--- src/rtl/systolic_pkg.sv ---
// systolic_pkg: shared state encoding and sizing helpers for the systolic sequencer.
package systolic_pkg;
  typedef enum logic [2:0] {S_IDLE, S_CLEAR, S_COMPUTE, S_RESULT, S_DONE, S_FLUSH} seq_state_t;
  localparam int DEF_DIM = 8;
  function automatic int run_len(input int d);
    return 3 * d;
  endfunction
  function automatic int flush_len(input int d);
    return 2 * d - 1;
  endfunction
  function automatic int cnt_w(input int d);
    return $clog2(3 * d + 1);
  endfunction
  localparam int RUN_LEN   = run_len(DEF_DIM);
  localparam int FLUSH_LEN = flush_len(DEF_DIM);
  localparam int CNT_W     = cnt_w(DEF_DIM);
endpackage

--- src/rtl/systolic_seq.sv ---
// systolic_seq: sequences one DIMxDIM systolic pass and keeps skew-buffer row pointers aligned.
module systolic_seq
  import systolic_pkg::*;
#(
  parameter int DIM = DEF_DIM,
  parameter int AW  = $clog2(DIM)
) (
  input  logic          clk,
  input  logic          rst,
  input  logic          start,
  input  logic          abort,
  output logic          busy,
  output logic          done,
  output logic          rd_en,
  output logic [AW-1:0] rd_addr,
  output logic          buf_en,
  output logic          zero_fill,
  output logic          mac_en,
  output logic          mac_clr,
  output logic          res_valid,
  input  logic          res_ready,
  output logic [AW-1:0] res_row
);
  localparam int RUN = run_len(DIM);
  localparam int FL  = flush_len(DIM);
  localparam int CW  = cnt_w(DIM);
  seq_state_t    r_state;
  logic [CW-1:0] r_cnt;
  logic [CW-1:0] r_zc;
  logic [AW-1:0] r_ph;
  logic [AW-1:0] r_res_row;
  logic          w_comp;
  logic          w_flush;
  logic [AW-1:0] w_ph_nxt;
  assign w_comp    = r_state == S_COMPUTE;
  assign w_flush   = r_state == S_FLUSH;
  assign w_ph_nxt  = (r_ph == AW'(DIM - 1)) ? '0 : r_ph + 1'b1;
  assign busy      = r_state != S_IDLE;
  assign done      = r_state == S_DONE;
  assign mac_clr   = r_state == S_CLEAR;
  assign res_valid = r_state == S_RESULT;
  assign rd_en     = w_comp && r_cnt < CW'(DIM);
  assign rd_addr   = rd_en ? r_cnt[AW-1:0] : '0;
  assign buf_en    = (w_comp && r_cnt != '0) || w_flush;
  assign zero_fill = (w_comp && r_cnt > CW'(DIM)) || w_flush;
  assign mac_en    = w_comp && r_cnt != '0 && r_cnt <= CW'(RUN - 2);
  assign res_row   = res_valid ? r_res_row : '0;
  // r_ph tracks every buffer pulse so FLUSH can stop exactly when the buffers' pointers wrap.
  always_ff @(posedge clk) begin
    if (rst) begin
      r_state   <= S_IDLE;
      r_cnt     <= '0;
      r_zc      <= '0;
      r_ph      <= '0;
      r_res_row <= '0;
    end else begin
      if (buf_en) r_ph <= w_ph_nxt;
      case (r_state)
        S_IDLE:    if (start && !abort) r_state <= S_CLEAR;
        S_CLEAR: begin
          r_cnt   <= '0;
          r_state <= abort ? S_IDLE : S_COMPUTE;
        end
        S_COMPUTE: begin
          if (abort) begin
            r_state <= S_FLUSH;
            r_zc    <= '0;
          end else if (r_cnt == CW'(RUN)) begin
            r_state   <= S_RESULT;
            r_res_row <= '0;
          end else r_cnt <= r_cnt + 1'b1;
        end
        S_RESULT: begin
          if (abort) r_state <= S_IDLE;
          else if (res_ready) begin
            r_res_row <= (r_res_row == AW'(DIM - 1)) ? '0 : r_res_row + 1'b1;
            if (r_res_row == AW'(DIM - 1)) r_state <= S_DONE;
          end
        end
        S_DONE:    r_state <= S_IDLE;
        S_FLUSH: begin
          r_zc <= r_zc + 1'b1;
          if (r_zc >= CW'(FL - 1) && w_ph_nxt == '0) r_state <= S_IDLE;
        end
        default:   r_state <= S_IDLE;
      endcase
    end
  end
endmodule

--- config.mk ---
export PLATFORM = sky130hd
export DESIGN_NAME = systolic_seq
export DESIGN_NICKNAME = d
export VERILOG_FILES = /design/src/rtl/systolic_pkg.sv /design/src/rtl/systolic_seq.sv
export SDC_FILE = /design/constraint.sdc
export NUM_CORES = 1
export LEC_CHECK = 0
export CAP_MARGIN = 20
export CELL_PAD_IN_SITES_DETAIL_PLACEMENT = 0
export CELL_PAD_IN_SITES_GLOBAL_PLACEMENT = 1
export CORE_MARGIN = 10
export CORE_UTILIZATION = 42
export CTS_CLUSTER_DIAMETER = 200
export CTS_CLUSTER_SIZE = 16
export DETAILED_ROUTE_END_ITERATION = 12
export GPL_ROUTABILITY_DRIVEN = 0
export PLACE_DENSITY_LB_ADDON = 0.1
export REMOVE_ABC_BUFFERS = 1
export SKIP_LAST_GASP = 1
export SYNTH_ARGS = -nofsm -noshare
export SYNTH_HDL_FRONTEND = slang
export SYNTH_SLANG_ARGS = --single-unit
--- constraint.sdc ---
create_clock -name clk -period 3.3 [get_ports clk]
set_input_delay 0.66 -clock clk [delete_from_list [all_inputs] [get_ports clk]]
set_output_delay 0.66 -clock clk [all_outputs]
set_load 0.01 [all_outputs]
==> out/qor.yml, run 1 <==
outcome: "finished, final reports clean"
critical_path.max_stage_delay_ns: 0.63
highest-signal-layer: "met4"
clk_latency_ns: 0.30
syn_area_sq_mm: 0.00123
min_period_ns: 3.02
num_io_pins: 19
grt_pass1_vias: 1042
remaining_drc_errors: 0
pwr-share-seq_pct: 60.1
drt_iter0_drc: 44
clk_pin_slew_worst_paths_ns: 0.12
xor_share_pct: 2.84
hold_ws_ns: 0.474
synth_dominant_cell_count: "dfxtp_1"
power_density_mw_per_mm2: 271
ys_sh_aoi_pct: 16.1
met2_usage_pct: 17.0
antenna_cells: 0
hold_depth: 2
ys_area_sq_mm: 0.00123
tool_warnings: 28
yosys-top-cells-area: "dfxtp_1, ha_1, nor2_1"
chip_area_sq_mm: 0.00550
pg_seq_uw: 233
cp.depth: 4
postLayoutSetupSlackWorst_ns: 0.279
relSlewSlack_pct: 55.9
cellLeakagePower_nw: 0.530
dominantRegCellSynth: "dfxtp_1"
top_logic_kind: "simple AND/OR/NAND/NOR gates"
layout_top_cells: "dfxtp_1, clkdlybuf4s50_1, nor2_1"
dp_slack_ns: 0.643
crit_chain: "or3b_1, nor3_1, and2_1, clkdlybuf4s50_1"
tightest_slew_ns: 0.660
ys_seq_share_pct: 30.9
clkPwrFrac_pct: 31.4
dpl-instance-area_sq_mm: 0.00140
ys_async_sr_fraction_pct: 0
p_int_uw: 293
crit_end: "rd_addr[2]"
reg2reg_from: "r_state[1]$_SDFFE_PP0P_"
post_cts_buffers: 0
tns_ns: 0
crit_fanout: 17
hold_violations: 0
avgRoutedWirePerCell_microns: 15.0
met1_usage_pct: 12.8
power_frac_comb_pct: 8.4
regToRegSetupSlack_ns: 1.49
powerComb_uw: 32.7
lay_top_count: "dfxtp_1"
mux_share_pct: 4.16
min_to: "r_zc[4]$_SDFFE_PP0P_"
cp-startpoint: "r_state[1]$_SDFFE_PP0P_"
power_clock_uw: 122
maxCapViolations: 0
grt_overflow: 0
die_h_microns: 74.2
grt_pass1_wl_microns: 4700
fin_nets: 171
syn_avg_cell_area_sq_um: 8.50
timing.fmax_ghz: 0.331
vias: 1078
fin_area_sq_mm: 0.00143
finalCritPeriodShare_pct: 91.5
power_leader: "sequential cells"
fp.dieW_microns: 74.2
antenna_found_initial: 0
cts_buffers: 3
crit_slowest_cell: "dfxtp_1"
root_buffer: "clkbuf_4"
clk_path_buf_depth: 2
cts_sinks: 19
rsz0062_at_grt: "no"
wl_met2_microns: 1270
grt.total_usage_pct: 10.5
fp_util_pct: 44.3
met3_usage_pct: 3.46
grt_max_degree: 20
hold_class: "reg2reg"
ys_cells: 145
ys.flops: 19
cts_resized: 0
ys_warn_count: 0
final-setup-viol-count: 0
peakVddDrop_mv: 0.196
cp.arrival_ns: 2.36
row_count: 19
required_ns: 2.64
r2r_end: "r_ph[0]$_SDFFE_PP0P_"
synthTopCellsByCount: "dfxtp_1, nor2_1, ha_1, clkbuf_1, a21oi_1"
simple_gate_share_pct: 30.9
met3_length_microns: 159
htreeDepth: 1
vias_per_cell: 5.76
ant_nets: 0
worstRegToRegCells: 4
grt_busiest_layer: "met2"
area_growth_pct: 16.0
coreArea_sq_mm: 0.00278
port_buffers: 18
drv_slew: 0
path_class: "reg2out"
path_buffers: 1
firstDrtPassIters: 4
cp-start-kind: "flip-flop"
routed_wirelength_microns: 2800
largest_area_cell: "dfxtp_1"
switching_share_pct: 24.6
worstHoldStart: "r_zc[4]$_SDFFE_PP0P_"
edf_count: 0
syn-instance-count: 145
cts_hold_buf: 0
dp_hpwl_microns: 2080
crit_path_end_kind: "output pin"
-- run 1: final cells by class --
cell class / count / area [sq um]
clock buffer: 4 / 26.3
sequential: 19 / 380
inverter: 5 / 18.8
fill: 263 / 1350
timing repair buffer: 19 / 188
multi-input combinational: 109 / 778
tap: 31 / 38.8
-- run 1: through the flow --
step | instances | total power [mW] | util [%]
after detailed placement | 183 | 0.272 | 50.5
after floorplan | 133 | 0.252 | -
after global placement | 183 | 0.271 | 50.5
after global routing | 187 | 0.405 | 51.4
final | 187 | 0.388 | 51.4
after CTS | 187 | 0.394 | 51.4
-- run 1: registers in the layout (all words and copies together) (netlist names) --
register and count:
r_ph 3, r_cnt 5, r_zc 5, r_state 3, r_res_row 3
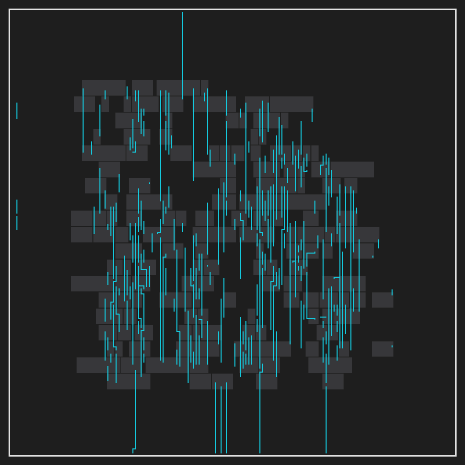
*The metal 2 layer, run 1*
(6 px per micron) Cells faint in the background.
main direction: vertical
share of all routed wire: 45%
wire length on this layer: 1270 microns
longest straight run: 27.2 microns

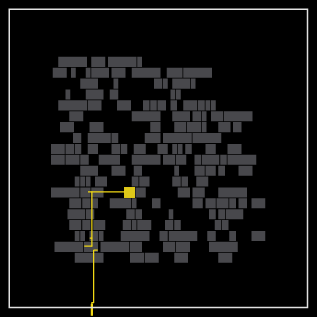
*Port wiring, run 1*
(4 px per micron)
legend:
  yellow:
    port: mac_clr
    bits: 1
    direction: output
    end_cells: 1
    buffers: 1
    wire: 40.2 microns

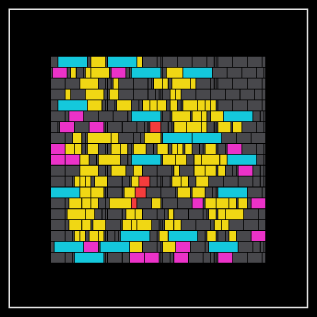
*Placed cells, one colour a class, run 1*
(4 px per micron) Fill, decap, tap and diode cells in grey.
legend:
  red:
    class: clock drivers and dummy loads
    cells: 4
    share_of_their_area: 1.9%
  magenta:
    class: other buffers and delay cells
    cells: 19
    share_of_their_area: 13%
  yellow:
    class: all other logic
    cells: 114
    share_of_their_area: 57%
  cyan:
    class: flops
    cells: 19
    share_of_their_area: 27%

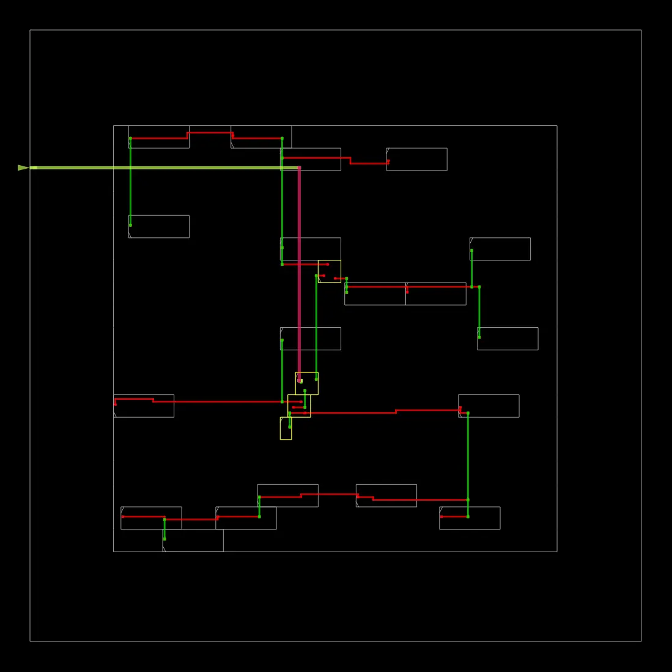
*Clock nets, run 1*
clock skew: 0.0128 ns
clock buf count: 4

--- run 2 (diff from run 1) ---
--- a/config.mk
+++ b/config.mk
@@ -5,6 +5,7 @@
 export SDC_FILE = /design/constraint.sdc
 export NUM_CORES = 1
 export LEC_CHECK = 0
+export ABC_AREA = 0
 export CAP_MARGIN = 20
 export CELL_PAD_IN_SITES_DETAIL_PLACEMENT = 0
 export CELL_PAD_IN_SITES_GLOBAL_PLACEMENT = 1
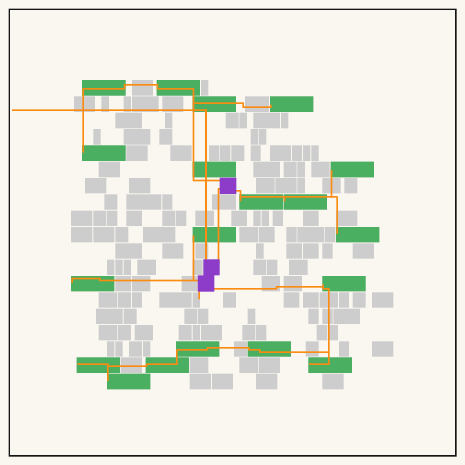
*Clock wires, drivers and flops, run 2*
(6 px per micron)
legend:
  orange:
    item: clock wires
    length: 290 microns
  purple:
    item: cells driving clock nets
    count: 3
  green:
    item: flip-flops
    count: 19
routed clock nets: 4

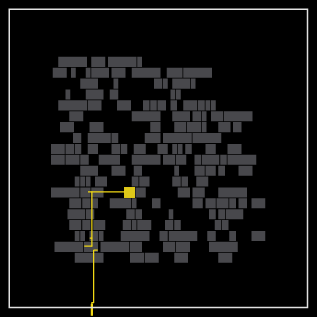
*Port wiring, run 2*
(4 px per micron)
IO Count: 19
port bufs: 18

==> out/qor.yml, run 2 <==
clk_path_buf_depth: 2  # unchanged
root_buffer: "clkbuf_4"
syn_area_sq_mm: 0.00123  # unchanged
die_h_microns: 74.2  # unchanged
relSlewSlack_pct: 55.9  # unchanged
ys_cells: 145  # unchanged
fin_nets: 171  # unchanged
clk_latency_ns: 0.30  # about the same
cp-startpoint: "r_state[1]$_SDFFE_PP0P_"
hold_ws_ns: 0.474  # unchanged
drt_iter0_drc: 44  # unchanged
powerComb_uw: 32.7  # about the same
dominantRegCellSynth: "dfxtp_1"
p_int_uw: 293  # unchanged
power_density_mw_per_mm2: 271  # unchanged
tns_ns: 0  # unchanged
post_cts_buffers: 0  # unchanged
critical_path.max_stage_delay_ns: 0.63  # about the same
clk_pin_slew_worst_paths_ns: 0.12  # about the same
cts_buffers: 3  # unchanged
routed_wirelength_microns: 2800  # unchanged
avgRoutedWirePerCell_microns: 15.0  # unchanged
dp_hpwl_microns: 2080  # unchanged
largest_area_cell: "dfxtp_1"
edf_count: 0  # unchanged
cts_sinks: 19  # unchanged
timing.fmax_ghz: 0.331  # unchanged
hold_violations: 0  # unchanged
pg_seq_uw: 233  # about the same
ys_async_sr_fraction_pct: 0  # unchanged
antenna_found_initial: 0  # unchanged
required_ns: 2.64  # about the same
simple_gate_share_pct: 30.9  # unchanged
drv_slew: 0  # unchanged
cts_resized: 0  # unchanged
power_frac_comb_pct: 8.4  # about the same
crit_fanout: 17  # unchanged
dp.cells: 183  # unchanged
cp.arrival_ns: 2.36  # about the same
outcome: "finished, final reports clean"
clkPwrFrac_pct: 31.4  # about the same
reg_top3: "r_cnt x5, r_zc x5"
mux_share_pct: 4.16  # unchanged
fp_util_pct: 44.3  # unchanged
postLayoutSetupSlackWorst_ns: 0.279  # unchanged
grt_pass1_vias: 1042  # unchanged
cp.depth: 4  # unchanged
rsz0062_at_grt: "no"
finalCritPeriodShare_pct: 91.5  # unchanged
dpl-instance-area_sq_mm: 0.00140  # unchanged
antenna_cells: 0  # unchanged
lay_top_count: "dfxtp_1"
path_class: "reg2out"
syn-instance-count: 145  # unchanged
min_period_ns: 3.02  # unchanged
tool_warnings: 28  # unchanged
firstDrtPassIters: 4  # unchanged
worstRegToRegCells: 4  # unchanged
ys_warn_count: 0  # unchanged
final-setup-viol-count: 0  # unchanged
chip_area_sq_mm: 0.00550  # unchanged
ant_nets: 0  # unchanged
remaining_drc_errors: 0  # unchanged
ys_sh_aoi_pct: 16.1  # unchanged
final_core_util_pct: 51.4  # unchanged
top_area_share_pct: 30.9
cp-start-kind: "flip-flop"
hold_depth: 2  # unchanged
row_count: 19  # unchanged
path_buffers: 1  # unchanged
cellLeakagePower_nw: 0.530  # unchanged
grt_max_degree: 20  # unchanged
grt_pass1_wl_microns: 4700  # unchanged
worstHoldStart: "r_zc[4]$_SDFFE_PP0P_"
layout_top_cells: "dfxtp_1, clkdlybuf4s50_1, nor2_1"
vias_per_cell: 5.76  # unchanged
total_power_uw: 388  # unchanged
finalNonFillerCells: 187  # unchanged
clock_skew_ns: 0.0128  # unchanged
power_leader: "sequential cells"
cts_hold_buf: 0  # unchanged
syn_avg_cell_area_sq_um: 8.50  # unchanged
crit_path_end_kind: "output pin"
area_growth_pct: 16.0  # unchanged
adder_share_pct: 9.14
xor_share_pct: 2.84  # unchanged
tightest_slew_ns: 0.660  # unchanged
grt_overflow: 0  # unchanged
grt.total_usage_pct: 10.5  # unchanged
top_logic_kind: "simple AND/OR/NAND/NOR gates"
fin_area_sq_mm: 0.00143  # unchanged
coreArea_sq_mm: 0.00278  # unchanged
hold_class: "reg2reg"
switching_share_pct: 24.6  # unchanged
power_clock_uw: 122  # about the same
crit_slowest_cell: "dfxtp_1"
synthTopCellsByCount: "dfxtp_1, nor2_1, ha_1, clkbuf_1, a21oi_1"
vias: 1078  # unchanged
yosys-top-cells-area: "dfxtp_1, ha_1, nor2_1"
maxCapViolations: 0  # unchanged
peakVddDrop_mv: 0.196  # unchanged
ys_seq_share_pct: 30.9  # unchanged
pwr-share-seq_pct: 60.1  # about the same
ys.flops: 19  # unchanged
dp_slack_ns: 0.643  # unchanged
htreeDepth: 1  # unchanged
fp.dieW_microns: 74.2  # unchanged
reg2reg_from: "r_state[1]$_SDFFE_PP0P_"
synth_dominant_cell_count: "dfxtp_1"
crit_chain: "or3b_1, nor3_1, and2_1, clkdlybuf4s50_1"
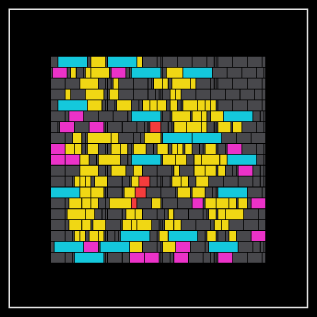
*Placed cells, one colour a class, run 2*
(4 px per micron) Fill, decap, tap and diode cells in grey.
legend:
  cyan:
    class: flops
    cells: 19
    share_of_their_area: 27%
  magenta:
    class: other buffers and delay cells
    cells: 19
    share_of_their_area: 13%
  red:
    class: clock drivers and dummy loads
    cells: 4
    share_of_their_area: 1.9%
  yellow:
    class: all other logic
    cells: 114
    share_of_their_area: 57%

run 2: worst paths after layout:
path / to / slack (ns)
min: r_zc[4]$_SDFFE_PP0P_ / 0.47
max: rd_addr[2] / 0.28
min reg2reg: r_zc[4]$_SDFFE_PP0P_ / 0.47
max reg2reg: r_ph[0]$_SDFFE_PP0P_ / 1.49
run 2: area by class of cell:
cell class,count,area [sq um]
sequential,19,380
inverter,5,18.8
multi-input combinational,109,778
timing repair buffer,19,188
fill,263,1350
clock buffer,4,26.3
tap,31,38.8
run 2: routing by layer:
metal  routed length [microns]  GRT usage (%)
met5                         0              0
met4                        25           3.73
met3                       159           3.46
met2                      1270           17.0
met1                      1340           12.8
### Clock nets, run 2

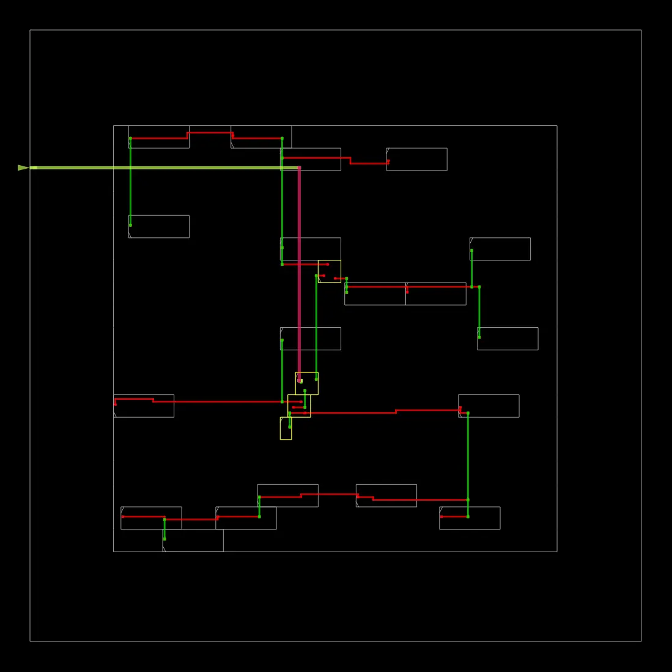

--- run 3 (diff from run 2) ---
--- a/config.mk
+++ b/config.mk
@@ -6,7 +6,6 @@
 export NUM_CORES = 1
 export LEC_CHECK = 0
 export ABC_AREA = 0
-export CAP_MARGIN = 20
 export CELL_PAD_IN_SITES_DETAIL_PLACEMENT = 0
 export CELL_PAD_IN_SITES_GLOBAL_PLACEMENT = 1
 export CORE_MARGIN = 10
@@ -15,6 +14,7 @@
 export CTS_CLUSTER_SIZE = 16
 export DETAILED_ROUTE_END_ITERATION = 12
 export GPL_ROUTABILITY_DRIVEN = 0
+export GPL_TIMING_DRIVEN = 0
 export PLACE_DENSITY_LB_ADDON = 0.1
 export REMOVE_ABC_BUFFERS = 1
 export SKIP_LAST_GASP = 1
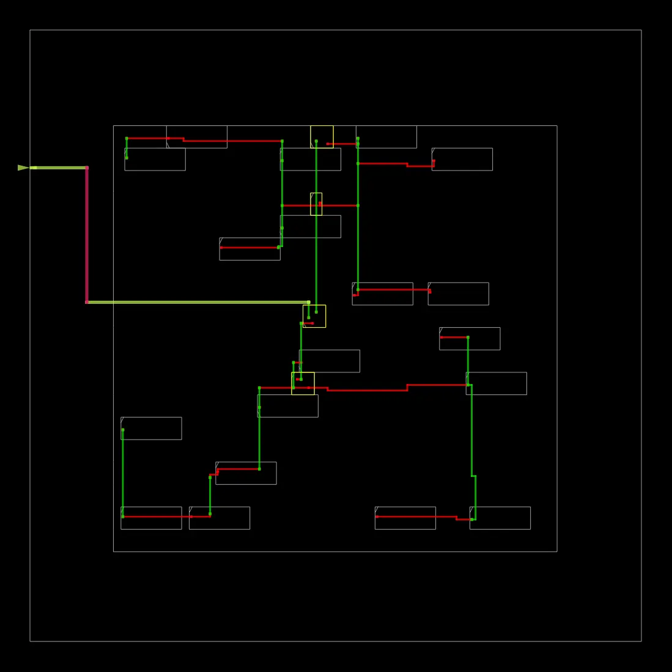
*Clock nets, run 3*
clock group power: 121 uW
Late-Pin Clk Latency: 0.30 ns
Flops: 19
Num CTS Buffers: 3
clock sinks: 19

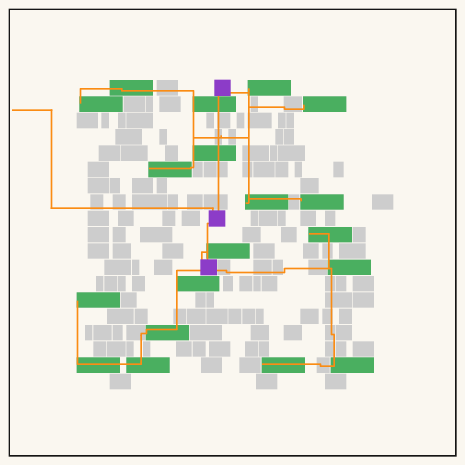
*Clock wires, drivers and flops, run 3*
(6 px per micron)
legend:
  purple:
    item: cells driving clock nets
    count: 3
  orange:
    item: clock wires
    length: 286 microns
  green:
    item: flip-flops
    count: 19
routed clock nets: 4
clock skew: 0.00571 ns
clock power share: 31.4%

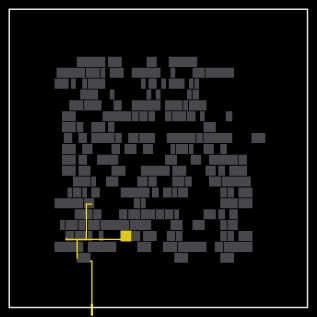
*Port wiring, run 3*
(4 px per micron)
legend:
  yellow:
    port: mac_clr
    bits: 1
    direction: output
    end_cells: 1
    buffers: 1
    wire: 40.6 microns

==> out/qor.yml, run 3 <==
crit_fanout: 17  # unchanged
final-setup-viol-count: 0  # unchanged
hold_class: "reg2reg"
worstRegToRegCells: 4  # unchanged
total_power_uw: 385  # -0.63%
inv_count: 5  # unchanged
final_core_util_pct: 51.1  # -0.27 points
power_leader: "sequential cells"
fp.dieW_microns: 74.2  # unchanged
syn_area_sq_mm: 0.00123  # unchanged
p_int_uw: 292  # -0.26%
post_cts_buffers: 0  # unchanged
powerComb_uw: 29.1  # -11%
hold_depth: 2  # unchanged
hold_violations: 0  # unchanged
grt_max_degree: 20  # unchanged
crit_path_end_kind: "output pin"
path_buffers: 1  # unchanged
n_clock_buffer: 4  # unchanged
yosys-top-cells-area: "dfxtp_1, ha_1, nor2_1"
path_class: "reg2out"
grt_pass1_wl_microns: 4660  # -0.72%
regToRegSetupSlack_ns: 1.51  # +0.02 ns
edf_count: 0  # unchanged
rsz0062_at_grt: "no"
maxCapViolations: 0  # unchanged
logic_gate_count: 109  # unchanged
coreArea_sq_mm: 0.00278  # unchanged
n_tap_cell: 31  # unchanged
pg_seq_uw: 235  # about the same
dominantRegCellSynth: "dfxtp_1"
cp-start-kind: "flip-flop"
vias: 1060  # -1.7%
drv_slew: 0  # unchanged
power_frac_comb_pct: 7.5  # -0.9 points
port_buffers: 18  # unchanged
reg_top3: "r_cnt x5, r_zc x5"
tightest_slew_ns: 0.659  # -0.000920 ns
routed_wirelength_microns: 2690  # -3.8%
cp.depth: 4  # unchanged
dpl-instance-area_sq_mm: 0.00140  # -0.53%
drt_iter0_drc: 22  # -50%
mux_share_pct: 4.16  # unchanged
non_clock_buffer_count: 18  # -1
timing.fmax_ghz: 0.330  # -0.24%
top_area_share_pct: 30.9  # unchanged
logic_area_sq_um: 778  # unchanged
worstHoldStart: "r_zc[4]$_SDFFE_PP0P_"
reg2reg_from: "r_state[1]$_SDFFE_PP0P_"
r2r_end: "r_ph[2]$_SDFFE_PP0P_"
adder_share_pct: 9.14  # unchanged
comb_share_pct: 54.7  # +0.29 points
avgRoutedWirePerCell_microns: 14.5  # -3.2%
htreeDepth: 1  # unchanged
grt.total_usage_pct: 10.5  # -0.051 points
dp_slack_ns: 0.619  # -0.0240 ns
fillCellCount: 284  # +8.0%
tool_warnings: 28  # unchanged
cts_resized: 0  # unchanged
relSlewSlack_pct: 55.9  # +0.062 points
ys_warn_count: 0  # unchanged
grt_overflow: 0  # unchanged
sh_seq_area_pct: 26.7  # +0.14 points
ys_sh_aoi_pct: 16.1  # unchanged
peakVddDrop_mv: 0.172  # -12%
outcome: "finished, final reports clean"
switching_share_pct: 24.3  # -0.28 points
min_period_ns: 3.03  # +0.00713 ns
top_logic_kind: "simple AND/OR/NAND/NOR gates"
tns_ns: 0  # unchanged
pwr-share-seq_pct: 61.1  # +1.0 points
xor_share_pct: 2.84  # unchanged
dp_hpwl_microns: 1960  # -5.7%
remaining_drc_errors: 0  # unchanged
syn_avg_cell_area_sq_um: 8.50  # unchanged
row_count: 19  # unchanged
ant_nets: 0  # unchanged
lay_top_count: "dfxtp_1"
cellLeakagePower_nw: 0.525  # -1.0%
ys.flops: 19  # unchanged
power_density_mw_per_mm2: 271  # -0.10%
ys_async_sr_fraction_pct: 0  # unchanged
seq_area_sq_um: 380  # unchanged
buffer_area_share_pct: 12.7  # -0.46 points
ys_cells: 145  # unchanged
synthTopCellsByCount: "dfxtp_1, nor2_1, ha_1, clkbuf_1, a21oi_1"
clk_pin_slew_worst_paths_ns: 0.11  # about the same
required_ns: 2.64  # about the same
fin_nets: 170  # -0.58%
cts_hold_buf: 0  # unchanged
chip_area_sq_mm: 0.00550  # unchanged
largest_area_cell: "dfxtp_1"
fp_util_pct: 44.3  # unchanged
layout_top_cells: "dfxtp_1, clkdlybuf4s50_1, nor2_1"
antenna_cells: 0  # unchanged
postLayoutSetupSlackWorst_ns: 0.272  # -0.00712 ns
num_io_pins: 19  # unchanged
ys_seq_share_pct: 30.9  # unchanged
simple_gate_share_pct: 30.9  # unchanged
area_growth_pct: 15.4
root_buffer: "clkbuf_4"
min_to: "r_zc[4]$_SDFFE_PP0P_"
synth_dominant_cell_count: "dfxtp_1"
clk_path_buf_depth: 2  # unchanged
fin_area_sq_mm: 0.00142  # -0.53%
critical_path.max_stage_delay_ns: 0.62  # about the same
finalNonFillerCells: 186  # -0.53%
crit_chain: "or3b_1, nor3_1, and2_1, clkdlybuf4s50_1"
grt_pass1_vias: 1026  # -1.5%
syn-instance-count: 145  # unchanged
crit_slowest_cell: "dfxtp_1"
vias_per_cell: 5.70  # -1.1%
biggestCellCategory: "combinational gates"
finalCritPeriodShare_pct: 91.8  # +0.22 points
cp.arrival_ns: 2.37  # about the same
die_h_microns: 74.2  # unchanged
dp.cells: 182  # -0.55%
clockNetworkAreaShare_pct: 1.85  # +0.0097 points
-- run 3: worst max path at each step --
stage                             from  slack, ns         end
6_report       r_state[1]$_SDFFE_PP0P_       0.27  rd_addr[2]
5_1_grt        r_state[1]$_SDFFE_PP0P_        0.1  rd_addr[2]
4_1_cts        r_state[1]$_SDFFE_PP0P_       0.24  rd_addr[2]
3_5_place_dp   r_state[1]$_SDFFE_PP0P_       0.62  rd_addr[2]
3_3_place_gp   r_state[1]$_SDFFE_PP0P_       0.65  rd_addr[2]
2_1_floorplan  r_state[1]$_SDFFE_PP0P_       1.11  rd_addr[2]
-- run 3: routing by layer --
metal  global-route usage [%]  vias to the layer above  part of all wire, %
li1                         -                      550                    -
met1                     12.3                      490                   47
met2                     16.7                       18                   45
met3                     4.12                        2                  7.1
met4                     4.35                        0                 0.59
met5                        0                        -                    0
Power is estimated from default activity; no workload was simulated.
